--- config.mk ---
export PLATFORM = sky130hd
export DESIGN_NAME = bram_dot_engine_flat
export DESIGN_NICKNAME = d
export VERILOG_FILES = /design/src/rtl/bram_dot_engine_if.sv /design/src/rtl/bram_dot_engine.sv /design/src/flat_wrapper.sv
export SDC_FILE = /design/constraint.sdc
export NUM_CORES = 1
export LEC_CHECK = 0
export CORE_UTILIZATION = 45
export DETAILED_ROUTE_END_ITERATION = 10
export GPL_TIMING_DRIVEN = 1
export PLACE_DENSITY = 0.66
export SYNTH_ARGS = -nofsm -noshare
export SYNTH_HDL_FRONTEND = slang
export SYNTH_SLANG_ARGS = --single-unit
--- constraint.sdc ---
create_clock -name clk -period 3.95 [get_ports clk]
set_clock_uncertainty 0.1 [all_clocks]
set_input_delay 1.185 -clock clk [delete_from_list [all_inputs] [get_ports clk]]
set_output_delay 1.185 -clock clk [all_outputs]
set_load 0.1 [all_outputs]
--- src/rtl/bram_dot_engine_if.sv ---
// Bundle of the dot-engine control handshake plus the X/W/Y BRAM ports.
// master = engine side, slave = environment (controller and BRAM models).
interface bram_dot_engine_if #(
  parameter int BRAM_ADDR_WIDTH = 15,
  parameter int LEN_WIDTH       = 14
);
  logic                       start;
  logic [LEN_WIDTH-1:0]       len;
  logic                       busy;
  logic                       done;
  logic [31:0]                result;
  logic [BRAM_ADDR_WIDTH-1:0] X_ADDR;
  logic [BRAM_ADDR_WIDTH-1:0] W_ADDR;
  logic                       X_EN;
  logic                       W_EN;
  logic [3:0]                 X_WE;
  logic [3:0]                 W_WE;
  logic [31:0]                X_RDDATA;
  logic [31:0]                W_RDDATA;
  logic [BRAM_ADDR_WIDTH-1:0] Y_ADDR;
  logic                       Y_EN;
  logic [3:0]                 Y_WE;
  logic [31:0]                Y_WRDATA;

  modport master (
    input  start, len, X_RDDATA, W_RDDATA,
    output busy, done, result, X_ADDR, W_ADDR, X_EN, W_EN, X_WE, W_WE,
           Y_ADDR, Y_EN, Y_WE, Y_WRDATA
  );

  modport slave (
    output start, len, X_RDDATA, W_RDDATA,
    input  busy, done, result, X_ADDR, W_ADDR, X_EN, W_EN, X_WE, W_WE,
           Y_ADDR, Y_EN, Y_WE, Y_WRDATA
  );
endinterface

--- src/rtl/bram_dot_engine.sv ---
// Streams len words from the X and W BRAMs in lock-step, accumulates the
// signed int8 x4 dot product and writes the 32-bit result to the Y BRAM.
module bram_dot_engine #(
  parameter int BRAM_ADDR_WIDTH = 15,
  parameter int LEN_WIDTH       = 14,
  parameter int OUT_ADDR        = 0
) (
  input  logic               clk,
  input  logic               rstn,
  bram_dot_engine_if.master  bus
);

  localparam logic [BRAM_ADDR_WIDTH-1:0] OUT_ADDR_C = BRAM_ADDR_WIDTH'(OUT_ADDR);

  typedef enum logic [2:0] {
    S_IDLE,
    S_FETCH,
    S_DRAIN,
    S_WRITE,
    S_DONE
  } state_t;

  state_t                     state_q;
  logic [LEN_WIDTH-1:0]       cnt_q;
  logic                       drain_q;
  logic [1:0]                 vld_q;
  logic [31:0]                acc_q;
  logic [31:0]                acc_d;
  logic [BRAM_ADDR_WIDTH-1:0] addr_q;
  logic                       rd_en_q;
  logic                       busy_q;
  logic                       done_q;
  logic [31:0]                result_q;
  logic [BRAM_ADDR_WIDTH-1:0] y_addr_q;
  logic                       y_en_q;
  logic [3:0]                 y_we_q;
  logic [31:0]                y_wrdata_q;

  // Lane-wise signed product sum of the current beat, folded into the accumulator.
  always_comb begin : beat_calc
    logic signed [7:0]  xa;
    logic signed [7:0]  wa;
    logic signed [15:0] prod;
    logic signed [17:0] sum;
    xa   = '0;
    wa   = '0;
    prod = '0;
    sum  = '0;
    for (int unsigned i = 0; i < 4; i++) begin
      xa   = bus.X_RDDATA[8*i +: 8];
      wa   = bus.W_RDDATA[8*i +: 8];
      prod = 16'(xa) * 16'(wa);
      sum  = sum + 18'(prod);
    end
    acc_d = vld_q[1] ? acc_q + 32'(sum) : acc_q;
  end

  // Sequencer FSM with registered outputs; vld_q tags addresses through the 2-cycle BRAM read.
  always_ff @(posedge clk or negedge rstn) begin
    if (!rstn) begin
      state_q    <= S_IDLE;
      cnt_q      <= '0;
      drain_q    <= 1'b0;
      vld_q      <= '0;
      acc_q      <= '0;
      addr_q     <= '0;
      rd_en_q    <= 1'b0;
      busy_q     <= 1'b0;
      done_q     <= 1'b0;
      result_q   <= '0;
      y_addr_q   <= '0;
      y_en_q     <= 1'b0;
      y_we_q     <= '0;
      y_wrdata_q <= '0;
    end else begin
      vld_q <= {vld_q[0], state_q == S_FETCH};
      acc_q <= acc_d;
      case (state_q)
        S_IDLE, S_DONE: begin
          if (bus.start) begin
            done_q <= 1'b0;
            busy_q <= 1'b1;
            acc_q  <= '0;
            vld_q  <= '0;
            if (bus.len != '0) begin
              state_q <= S_FETCH;
              rd_en_q <= 1'b1;
              addr_q  <= '0;
              cnt_q   <= bus.len - LEN_WIDTH'(1);
            end else begin
              state_q    <= S_WRITE;
              y_en_q     <= 1'b1;
              y_we_q     <= '1;
              y_addr_q   <= OUT_ADDR_C;
              y_wrdata_q <= '0;
            end
          end
        end
        S_FETCH: begin
          if (cnt_q == '0) begin
            state_q <= S_DRAIN;
            drain_q <= 1'b0;
          end else begin
            addr_q <= addr_q + BRAM_ADDR_WIDTH'(4);
            cnt_q  <= cnt_q - LEN_WIDTH'(1);
          end
        end
        S_DRAIN: begin
          if (drain_q) begin
            // last beat lands on this edge, so write acc_d rather than acc_q
            state_q    <= S_WRITE;
            rd_en_q    <= 1'b0;
            addr_q     <= '0;
            y_en_q     <= 1'b1;
            y_we_q     <= '1;
            y_addr_q   <= OUT_ADDR_C;
            y_wrdata_q <= acc_d;
          end else begin
            drain_q <= 1'b1;
          end
        end
        S_WRITE: begin
          state_q    <= S_DONE;
          busy_q     <= 1'b0;
          done_q     <= 1'b1;
          result_q   <= acc_q;
          y_en_q     <= 1'b0;
          y_we_q     <= '0;
          y_addr_q   <= '0;
          y_wrdata_q <= '0;
        end
        default: state_q <= S_IDLE;
      endcase
    end
  end

  assign bus.busy     = busy_q;
  assign bus.done     = done_q;
  assign bus.result   = result_q;
  assign bus.X_ADDR   = addr_q;
  assign bus.W_ADDR   = addr_q;
  assign bus.X_EN     = rd_en_q;
  assign bus.W_EN     = rd_en_q;
  assign bus.X_WE     = '0;
  assign bus.W_WE     = '0;
  assign bus.Y_ADDR   = y_addr_q;
  assign bus.Y_EN     = y_en_q;
  assign bus.Y_WE     = y_we_q;
  assign bus.Y_WRDATA = y_wrdata_q;

endmodule

--- src/flat_wrapper.sv ---
// flat-port wrapper written by rule: the top's interface ports become plain ports
module bram_dot_engine_flat 
#(
  parameter int BRAM_ADDR_WIDTH = 15,
  parameter int LEN_WIDTH       = 14,
  parameter int OUT_ADDR        = 0
)
  (clk, rstn, bus_start, bus_len, bus_X_RDDATA, bus_W_RDDATA, bus_busy, bus_done, bus_result, bus_X_ADDR, bus_W_ADDR, bus_X_EN, bus_W_EN, bus_X_WE, bus_W_WE, bus_Y_ADDR, bus_Y_EN, bus_Y_WE, bus_Y_WRDATA);
  bram_dot_engine_if #(.BRAM_ADDR_WIDTH(BRAM_ADDR_WIDTH), .LEN_WIDTH(LEN_WIDTH)) bus_i ();
  input  logic clk;
  input  logic rstn;
  input wire logic [$bits(bus_i.start)-1:0] bus_start;
  input wire logic [$bits(bus_i.len)-1:0] bus_len;
  input wire logic [$bits(bus_i.X_RDDATA)-1:0] bus_X_RDDATA;
  input wire logic [$bits(bus_i.W_RDDATA)-1:0] bus_W_RDDATA;
  output wire logic [$bits(bus_i.busy)-1:0] bus_busy;
  output wire logic [$bits(bus_i.done)-1:0] bus_done;
  output wire logic [$bits(bus_i.result)-1:0] bus_result;
  output wire logic [$bits(bus_i.X_ADDR)-1:0] bus_X_ADDR;
  output wire logic [$bits(bus_i.W_ADDR)-1:0] bus_W_ADDR;
  output wire logic [$bits(bus_i.X_EN)-1:0] bus_X_EN;
  output wire logic [$bits(bus_i.W_EN)-1:0] bus_W_EN;
  output wire logic [$bits(bus_i.X_WE)-1:0] bus_X_WE;
  output wire logic [$bits(bus_i.W_WE)-1:0] bus_W_WE;
  output wire logic [$bits(bus_i.Y_ADDR)-1:0] bus_Y_ADDR;
  output wire logic [$bits(bus_i.Y_EN)-1:0] bus_Y_EN;
  output wire logic [$bits(bus_i.Y_WE)-1:0] bus_Y_WE;
  output wire logic [$bits(bus_i.Y_WRDATA)-1:0] bus_Y_WRDATA;
  assign bus_i.start = bus_start;
  assign bus_i.len = bus_len;
  assign bus_i.X_RDDATA = bus_X_RDDATA;
  assign bus_i.W_RDDATA = bus_W_RDDATA;
  assign bus_busy = bus_i.busy;
  assign bus_done = bus_i.done;
  assign bus_result = bus_i.result;
  assign bus_X_ADDR = bus_i.X_ADDR;
  assign bus_W_ADDR = bus_i.W_ADDR;
  assign bus_X_EN = bus_i.X_EN;
  assign bus_W_EN = bus_i.W_EN;
  assign bus_X_WE = bus_i.X_WE;
  assign bus_W_WE = bus_i.W_WE;
  assign bus_Y_ADDR = bus_i.Y_ADDR;
  assign bus_Y_EN = bus_i.Y_EN;
  assign bus_Y_WE = bus_i.Y_WE;
  assign bus_Y_WRDATA = bus_i.Y_WRDATA;
  bram_dot_engine #(.BRAM_ADDR_WIDTH(BRAM_ADDR_WIDTH), .LEN_WIDTH(LEN_WIDTH), .OUT_ADDR(OUT_ADDR)) u_core (.clk(clk), .rstn(rstn), .bus(bus_i));
endmodule
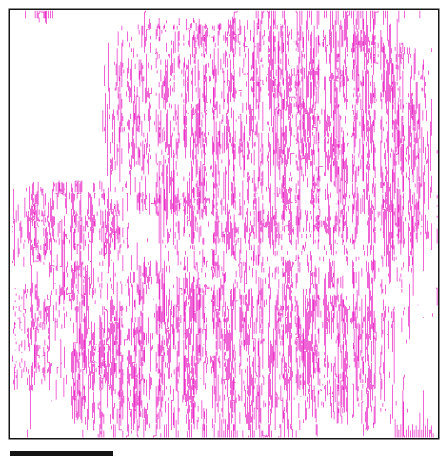
(images/layer_met2.png)
The bar under the picture is 50 microns long.
The layer holds 52% of the routed length. The longest straight run is 98.6 microns. 2,616 nets have wire on it. The wires run mostly vertical.
DRT Wirelength: 48.7 mm
via count: 14,900

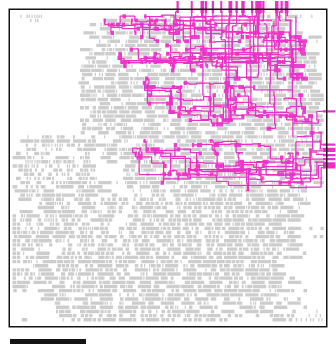
(images/io_fan.png)
The bar under the picture is 50 microns long.
Key: bus_X_RDDATA = magenta [bits 32, direction input, end cells 256, buffers 79, wire 5,130 microns]
port bufs: 179
ports placed on the boundary: 207

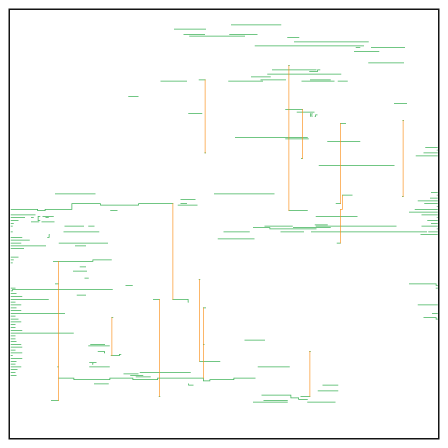
(images/wires.png)
Two of the layers only.
Key: metal 3 = green [wire length 1,800 microns]; metal 4 = orange [wire length 503 microns]
All-Layer GR Usage: 23.5%
average wire per cell in the routed design: 16.5 microns

==> qor.txt <==
Max-Slew Margin vs Limit -> 59.5%
Cell with the most instances on the worst path -> fa_1
Height of the chip -> 207 microns
Area of all placed cells without fillers -> 0.0252 sq mm
Post-route clock period utilization -> 232%
Unrepaired setup endpoints after global routing -> true
Count of tool warnings -> 31
Kind of start point of the critical path -> input port
Crit Path Category -> input port to flip-flop
Clock tree from TritonCTS -> built
Hold path cells -> 1
Mapped Avg Cell Area -> 9.58 sq um
Part of the Yosys area used for sequential elements -> 17.6%
Maximum number of pins on one net before global-route repair -> 65
Post-Route Hold Slack -> 356 ps
Leftover overflow at the end of global routing -> 0
Clock transition at path regs -> 60 ps
Die Outline Area -> 0.0428 sq mm
Ant diodes -> 0
Final setup vio count -> 60
Count of hold buffers inserted by post-cts repair -> 0
Critical path endpoint category -> flip-flop
Clock latency on the worst-skew pair -> 420 ps
Number of cells produced by synthesis -> 1,970
Number of buffers added by the clock tree synthesis step -> 17
Number of placed instances, taps included -> 2,884
Setup ws final -> -5230 ps
Post CTS Setup Buffer Count -> 28
Warnings from Yosys -> 0
Crit. Startpoint -> bus_X_RDDATA[26]
Outcome -> finished with violations
Post-DP Area -> 0.0232 sq mm
Largest buffer count on any clock path -> 2
Worst R2R End -> u_core.acc_q[30]
Flops & latches, synth -> 133
Minimum clock period -> 9180 ps
Worst Min Path Start -> u_core.vld_q[0]
Area Growth Syn to Fin -> 33.8%
Async SR Flop Fraction -> 100%
Initial detailed-routing violation count -> 867
Logic depth of the worst register-to-register path -> 13
Family with the most delay on the worst path -> adder cells
Total standard cell area after synthesis -> 0.0189 sq mm
Slew @ Worst Pin -> 607 ps
Violations in the final reports -> DRC, setup timing
Number of cells in Yosys stat -> 1,970
Antenna-violating nets left -> 0
Via count of the first global-routing pass -> 15,700
Yosys stat chip area -> 0.0189 sq mm
Count of flip-flops with a built-in enable after synthesis -> 0
Slowest cell on crit path -> fa_1
Number of max-capacitance violations reported -> 0
Wire length of the first global-routing pass -> 78.8 mm
Hold crit path type -> flip-flop to flip-flop
Dominant register cell -> dfrtp_1
Number of different library cells in the post-synthesis netlist -> 78
Number of antenna violations at the first check in global routing -> 0
Final Max-Slew Violation Tally -> 0
H-tree levels -> 4
Signal arrival time at the worst endpoint -> 9370 ps
Area used by multi-input combinational logic -> 0.0153 sq mm
Die span in x -> 207 microns
Drt via density -> 5.06
Worst Hold Path EP -> u_core.vld_q[1]
First-pass detailed-route iteration total -> 10
CTS root buffer -> clkbuf_16
Fin. Hold Viols -> 0
Routability Congestion -> 0.919
Crit-path max cell delay -> 580 ps
Placement Rows -> 74
Post-placement setup slack -> -6260 ps
Post-route DRC violation count -> 2
Critical-path maximum fanout -> 6
Count of nets after finishing -> 2,940
Data required, critical path -> 4150 ps
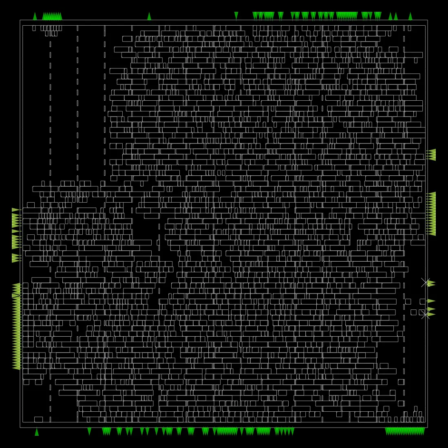
(images/placement.png)
Non-Filler Instances: 2,952
filler cell count: 3,419

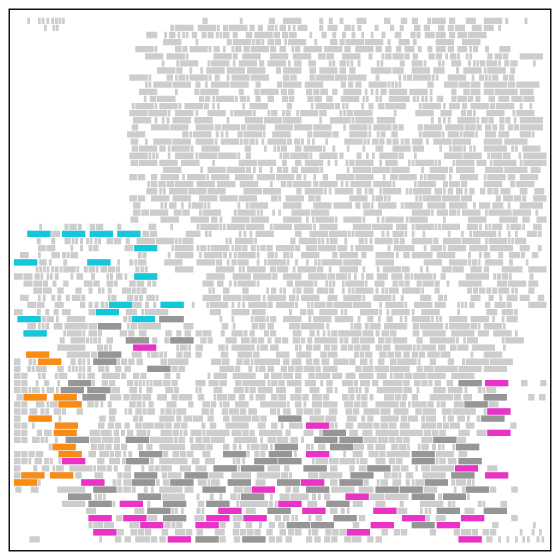
(images/flops_by_reg.png)
Other sequential cells in the stronger grey, the rest of the logic in the fainter grey.
Key: u_core.bus.result = magenta [sequential cells 32, where a horizontal strip, bottom]; u_core.bus.W_ADDR = orange [sequential cells 13, where lower left]; u_core.cnt_q = cyan [sequential cells 14, where middle left]
Another 74 sequential cells are not coloured.
final core utilization: 61.4%
Seq area share: 13.2%
area of all sequential standard cells: 0.00333 sq mm

==> worst max path at each step <==
stage                              endpoint  slack, ps  cells past startpoint
CTS                 u_core.bus.Y_WRDATA[25]      -5220                     34
detailed placement         u_core.acc_q[30]      -6260                     31
finish                     u_core.acc_q[30]      -5230                     32
global placement           u_core.acc_q[30]      -6140                     31
global route               u_core.acc_q[30]      -5470                     36
floorplan                  u_core.acc_q[31]      -5010                     32
==> cells in the mapped netlist, drive strengths merged (3+ instances only) <==
cell type | count | area [sq um]
inv | 381 | 1430
nor2 | 106 | 398
mux2 | 32 | 360
o211ai | 5 | 42.5
or4 | 4 | 30.0
nor4 | 4 | 25.0
ha | 132 | 1650
a21boi | 4 | 33.8
fa | 319 | 6390
o22ai | 5 | 31.3
a31oi | 7 | 43.8
o32ai | 6 | 52.6
xor2 | 22 | 193
or2 | 3 | 18.8
nand4 | 9 | 56.3
or3 | 4 | 25.0
and2 | 149 | 932
xnor2 | 45 | 394
nor2b | 18 | 120
a221oi | 3 | 26.3
nand2 | 177 | 664
buf | 55 | 388
dfrtp | 133 | 3330
a21o | 14 | 105
o21a | 13 | 97.6
a21oi | 67 | 335
nand3b | 3 | 22.5
o221ai | 5 | 43.8
clkbuf | 25 | 93.8
o41ai | 4 | 61.3
and3 | 8 | 50.1
nand3 | 16 | 80.1
o31ai | 5 | 42.5
o21bai | 4 | 30.0
nor3 | 30 | 160
mux2i | 28 | 280
o21ai | 60 | 304
nor3b | 7 | 52.6
a22o | 3 | 26.3
nand2b | 25 | 164
==> flip-flops by register name, indices dropped and copies added, names as in the netlist <==
signal	cells
u_core.bus.done	1
u_core.state_q	3
u_core.bus.W_ADDR	13
u_core.vld_q	2
u_core.bus.result	32
u_core.cnt_q	14
u_core.bus.W_EN	1
u_core.bus.Y_WE	1
u_core.bus.busy	1
u_core.acc_q	32
u_core.bus.Y_WRDATA	32
u_core.drain_q	1
==> area by class of cell <==
type / instances / share of cell area [%]
clock buffer: 19 / 1.75
inverter: 381 / 5.67
clock inverter: 12 / 0.714
multi-input combinational: 1403 / 60.5
timing repair buffer: 472 / 15.5
tap: 532 / 2.64
sequential: 133 / 13.2
==> kinds of logic after synthesis <==
group / Yosys count / share of synthesized area, %
simple gates: 572 / 15.3
buf+inv: 461 / 10.1
fa+ha+maj: 451 / 42.6
compound gates: 224 / 7.73
flops: 133 / 17.6
xor+xnor: 68 / 3.23
mux: 60 / 3.40
other cells: 1 / 0.0199
==> layer usage <==
metal	track usage [%]	vias up	part of all wire (%)
met1	31.9	7595	43
li1	-	7009	-
met3	2.92	30	3.7
met2	40.6	293	52
met4	4.12	0	1.0
met5	0	-	0
==> worst reg2reg max path: cells and delay by family (launching register included) <==
kind | cells | cell delay (ps)
buf+inv | 2 | 200
compound gates | 4 | 860
simple gates | 5 | 910
fa+ha+maj | 2 | 600
flops | 1 | 370
